[src/rtl/button_io_mem.sv]
// button_io_mem: memory-mapped debounced buttons with sticky W1C press/release events and a masked irq,
// plus PWM-driven RGB LEDs whose colours latch into shadow registers at each PWM period start.
module button_io_mem #(
   parameter int DATA_WIDTH      = 16,
   parameter int ADDR_WIDTH      = 16,
   parameter int NUM_BUTTONS     = 8,
   parameter int NUM_LEDS        = 2,
   parameter int DEBOUNCE_CYCLES = 50000,
   parameter int PWM_BITS        = 5
) (
   input  logic                    clk,
   input  logic                    rst,
   input  logic [DATA_WIDTH-1:0]   data,
   input  logic [ADDR_WIDTH-1:0]   addr,
   input  logic                    we,
   input  logic                    en,
   output logic [DATA_WIDTH-1:0]   q,
   input  logic [NUM_BUTTONS-1:0]  buttons,
   output logic                    irq,
   output logic [3*NUM_LEDS-1:0]   led_pins
);
   localparam int CW = $clog2(DEBOUNCE_CYCLES);
   localparam logic [CW-1:0] CNT_MAX = CW'(DEBOUNCE_CYCLES - 1);

   logic [NUM_BUTTONS-1:0] sync1_q, sync2_q, stable_q, stable_d;
   logic [NUM_BUTTONS-1:0] press_q, press_d, release_q, release_d, irq_en_q, irq_en_d;
   logic [CW-1:0]          cnt_q [NUM_BUTTONS];
   logic [CW-1:0]          cnt_d [NUM_BUTTONS];
   logic [14:0]            color_q [NUM_LEDS];
   logic [14:0]            color_d [NUM_LEDS];
   logic [14:0]            shadow_q [NUM_LEDS];
   logic [PWM_BITS-1:0]    pwm_q;
   logic [3*NUM_LEDS-1:0]  led_q, led_d;
   logic                   irq_q, irq_d;
   logic                   wr_en;
   logic [3:0]             addr_lo;
   logic                   unused_bits;

   assign wr_en       = en && we;
   assign addr_lo     = addr[3:0];
   assign unused_bits = ^{addr[ADDR_WIDTH-1:4], data[DATA_WIDTH-1]};

   always_comb begin
      for (int k = 0; k < NUM_BUTTONS; k++) begin
         cnt_d[k]    = (sync2_q[k] == stable_q[k] || cnt_q[k] == CNT_MAX) ? '0 : cnt_q[k] + 1'b1;
         stable_d[k] = (sync2_q[k] != stable_q[k] && cnt_q[k] == CNT_MAX) ? ~stable_q[k] : stable_q[k];
      end
      // a new event wins over a coincident write-1-to-clear
      press_d   = (press_q & ~((wr_en && addr_lo == 4'd1) ? data[NUM_BUTTONS-1:0] : '0)) | (stable_d & ~stable_q);
      release_d = (release_q & ~((wr_en && addr_lo == 4'd2) ? data[NUM_BUTTONS-1:0] : '0)) | (~stable_d & stable_q);
      irq_en_d  = (wr_en && addr_lo == 4'd3) ? data[NUM_BUTTONS-1:0] : irq_en_q;
      irq_d     = |((press_q | release_q) & irq_en_q);
      for (int i = 0; i < NUM_LEDS; i++) begin
         color_d[i]     = (wr_en && addr_lo == 4'(4 + i)) ? data[14:0] : color_q[i];
         led_d[3*i+2]   = pwm_q < shadow_q[i][14:10];
         led_d[3*i+1]   = pwm_q < shadow_q[i][9:5];
         led_d[3*i]     = pwm_q < shadow_q[i][4:0];
      end
   end

   always_comb begin
      q = '1;
      if (addr_lo == 4'd0) q = DATA_WIDTH'(stable_q);
      if (addr_lo == 4'd1) q = DATA_WIDTH'(press_q);
      if (addr_lo == 4'd2) q = DATA_WIDTH'(release_q);
      if (addr_lo == 4'd3) q = DATA_WIDTH'(irq_en_q);
      for (int i = 0; i < NUM_LEDS; i++)
         if (addr_lo == 4'(4 + i)) q = DATA_WIDTH'(color_q[i]);
   end

   always_ff @(posedge clk or negedge rst) begin
      if (!rst) begin
         sync1_q   <= '0;
         sync2_q   <= '0;
         stable_q  <= '0;
         cnt_q     <= '{default: '0};
         press_q   <= '0;
         release_q <= '0;
         irq_en_q  <= '0;
         color_q   <= '{default: '0};
         shadow_q  <= '{default: '0};
         pwm_q     <= '0;
         led_q     <= '0;
         irq_q     <= 1'b0;
      end else begin
         sync1_q   <= buttons;
         sync2_q   <= sync1_q;
         stable_q  <= stable_d;
         cnt_q     <= cnt_d;
         press_q   <= press_d;
         release_q <= release_d;
         irq_en_q  <= irq_en_d;
         color_q   <= color_d;
         pwm_q     <= pwm_q + 1'b1;
         led_q     <= led_d;
         irq_q     <= irq_d;
         if (pwm_q == '1) shadow_q <= color_q;
      end
   end

   assign irq      = irq_q;
   assign led_pins = led_q;
endmodule

[config.mk]
export PLATFORM = sky130hd
export DESIGN_NAME = button_io_mem
export DESIGN_NICKNAME = d
export VERILOG_FILES = /design/src/rtl/button_io_mem.sv
export SDC_FILE = /design/constraint.sdc
export NUM_CORES = 1
export LEC_CHECK = 0
export CORE_MARGIN = 2
export CORE_UTILIZATION = 39
export DETAILED_ROUTE_END_ITERATION = 7
export RECOVER_POWER = 50
export SLEW_MARGIN = 10
export SYNTH_ARGS = -nofsm -noshare
export SYNTH_HDL_FRONTEND = slang
export SYNTH_SLANG_ARGS = --single-unit
export TNS_END_PERCENT = 20
[constraint.sdc]
create_clock -name clk -period 1.9 [get_ports clk]
set_clock_uncertainty 0.1 [all_clocks]
set_input_delay 0.38 -clock clk [delete_from_list [all_inputs] [get_ports clk]]
set_output_delay 0.38 -clock clk [all_outputs]
set_load 0.05 [all_outputs]
==> results.txt, run 1 <==
Item: results of the latest flow run.

- The run finished, with violations left.
- The final reports fail on setup timing.
- The first global-routing pass estimated 43,200 µm of wire.
- The width of the die is 177 µm.
- Setup slack on the critical path of the routed design comes to -0.453 ns.
- The sequential share of the synthesized area is 53.2%.
- The CTS tree is done.
- The routed design shows a via density per instance of 5.11.
- The footprint of the flip-flops and latches is 6210 µm².
- The share of total power dissipated in the clock network is 43.4%.
- The inverter count is 44.
- The number of DRC violations after detailed routing is 0.
- 67 I/O pins were placed.
- 2 antenna diodes ended up in the layout.
- The total of endpoints with negative setup slack in the final report is 15.
- The floorplan step set the die height to 177 µm.
- Looking at the max-slew report, the worst-margin pin has a slew of 0.829 ns.
- The dominant kind of combinational cell is simple AND/OR/NAND/NOR gates.
- By count the netlist is led by 248 x dfrtp_1, 130 x nor2_1, 95 x nand2_1, 86 x xnor2_1, 54 x mux2_2.
- The capture point of the critical path is q[3].
- The cell count after synthesis came out at 1,094.
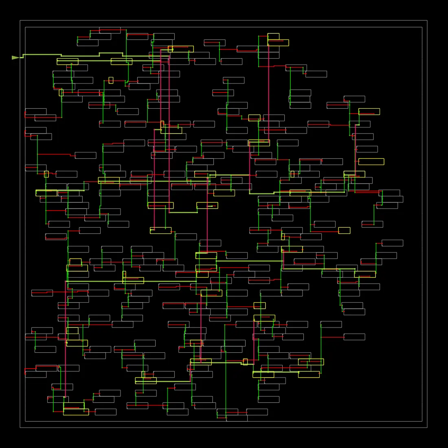
Run 1: clock wiring as the flow saved it
number of buffers created by CTS: 28
seq_cells: 248
CTS Sinks: 248
insertion delay to the later sink of the worst-skew pair: 0.53 ns
clk pwr: 5740 µW

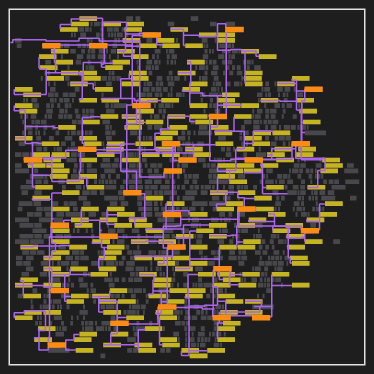
Run 1: clock distribution
Drawn at 2 px/µm.
Key: flip-flops = yellow [count 248]; clock wires = purple [length 3,290 µm]; clock-net drivers = orange [count 28]
There are 29 routed clock nets.

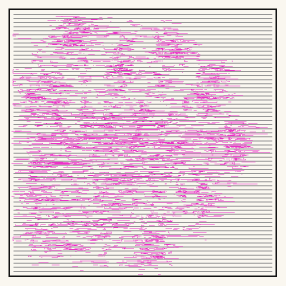
Run 1: metal 1
Drawn at 1.5 px/µm. Supply wires on this layer in gray.
The layer carries 12,200 µm of wire. The layer holds 47% of the routed length. The longest straight run is 57.0 µm.
sum of routed wire length over all layers: 25,700 µm
detailed-route via count: 8,476
GR Util met1: 23.6%

--- run 2 (diff from run 1) ---
--- a/config.mk
+++ b/config.mk
@@ -5,6 +5,7 @@
 export SDC_FILE = /design/constraint.sdc
 export NUM_CORES = 1
 export LEC_CHECK = 0
+export CAP_MARGIN = 0
 export CORE_MARGIN = 2
 export CORE_UTILIZATION = 39
 export DETAILED_ROUTE_END_ITERATION = 7
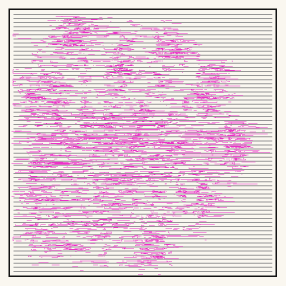
Run 2: metal 1
Drawn at 1.5 px/µm. Supply wires on this layer in gray.
The longest straight run is 57.0 µm. The layer carries 12,200 µm of wire. The layer holds 47% of the routed length.

==> run 2 against run 1 <==
Compared with the run above:
- the flow still finishes with violations (setup timing)
- utilization is the same
- first-iteration DRC count did not move
- setup slack is the same
- synthesized area unchanged
- sequential power about the same
- die size unchanged
- final cell count stayed put
- critical path type unchanged
- largest cell class unchanged
- largest power group unchanged
- highest routed layer unchanged
==> results.txt, run 2 <==
Item: results of the latest flow run.

- Run status: complete, but fails checks (unchanged).
- Violated checks: setup timing (unchanged).
- The slew at the pin closest to its max-slew limit is 0.829 ns (unchanged).
- The flop count was 248 (unchanged).
- The final wirelength is 25,700 µm (unchanged).
- The footprint of the flip-flops and latches was 6210 µm² (unchanged).
- The final worst slack came to -0.453 ns (unchanged).
- The power in the clock group was 5740 µW (about the same).
- The width of the die is 177 µm (unchanged).
- Most instantiated cells after synthesis: 248 x dfrtp_1, 130 x nor2_1, 95 x nand2_1, 86 x xnor2_1, 54 x mux2_2 (unchanged).
- The number of inserted filler cells in the final layout was 2,684 (unchanged).
- The number of DRC violations after detailed routing came to 0 (unchanged).
- The count of warning messages emitted by the tools came to 42 (unchanged).
- The share of power burned in the clock network is 43.4% (about the same).
- The fraction of layout instances using a drive strength above 1 was 20.9% (unchanged).
- The CTS buffer count is 28 (unchanged).
- The synthesized instance count is 1,094 (unchanged).
- The total of endpoints with negative setup slack in the final report is 15 (unchanged).
- The die boundary height came to 177 µm (unchanged).
- The insertion delay of the later-clocked pin in the worst-skew pair was 0.53 ns (about the same).
- The number of ports placed on the die boundary is 67 (unchanged).
- The vias per cell was 5.11 (unchanged).
- The number of synthesized register bits was 248 (unchanged).
- The CTS sink count came to 248 (unchanged).
- The sequential share of the synthesized area is 53.2% (unchanged).
- The number of vias in the routed layout is 8,476 (unchanged).
- The reg-to-reg setup timing slack was 0 ns (about the same).
- The design internal power is 10,000 µW (unchanged).
- The dominant kind of combinational cell is simple AND/OR/NAND/NOR gates (unchanged).
- The CTS tree is done (unchanged).
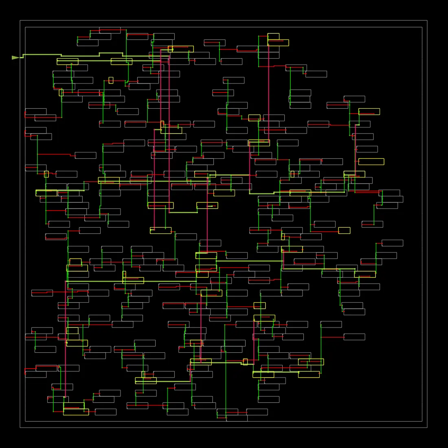
Run 2: clock wiring as the flow saved it
tally of clock buffers in the finished layout: 42

No activity file was given, so power comes from the tool's default toggle rates.
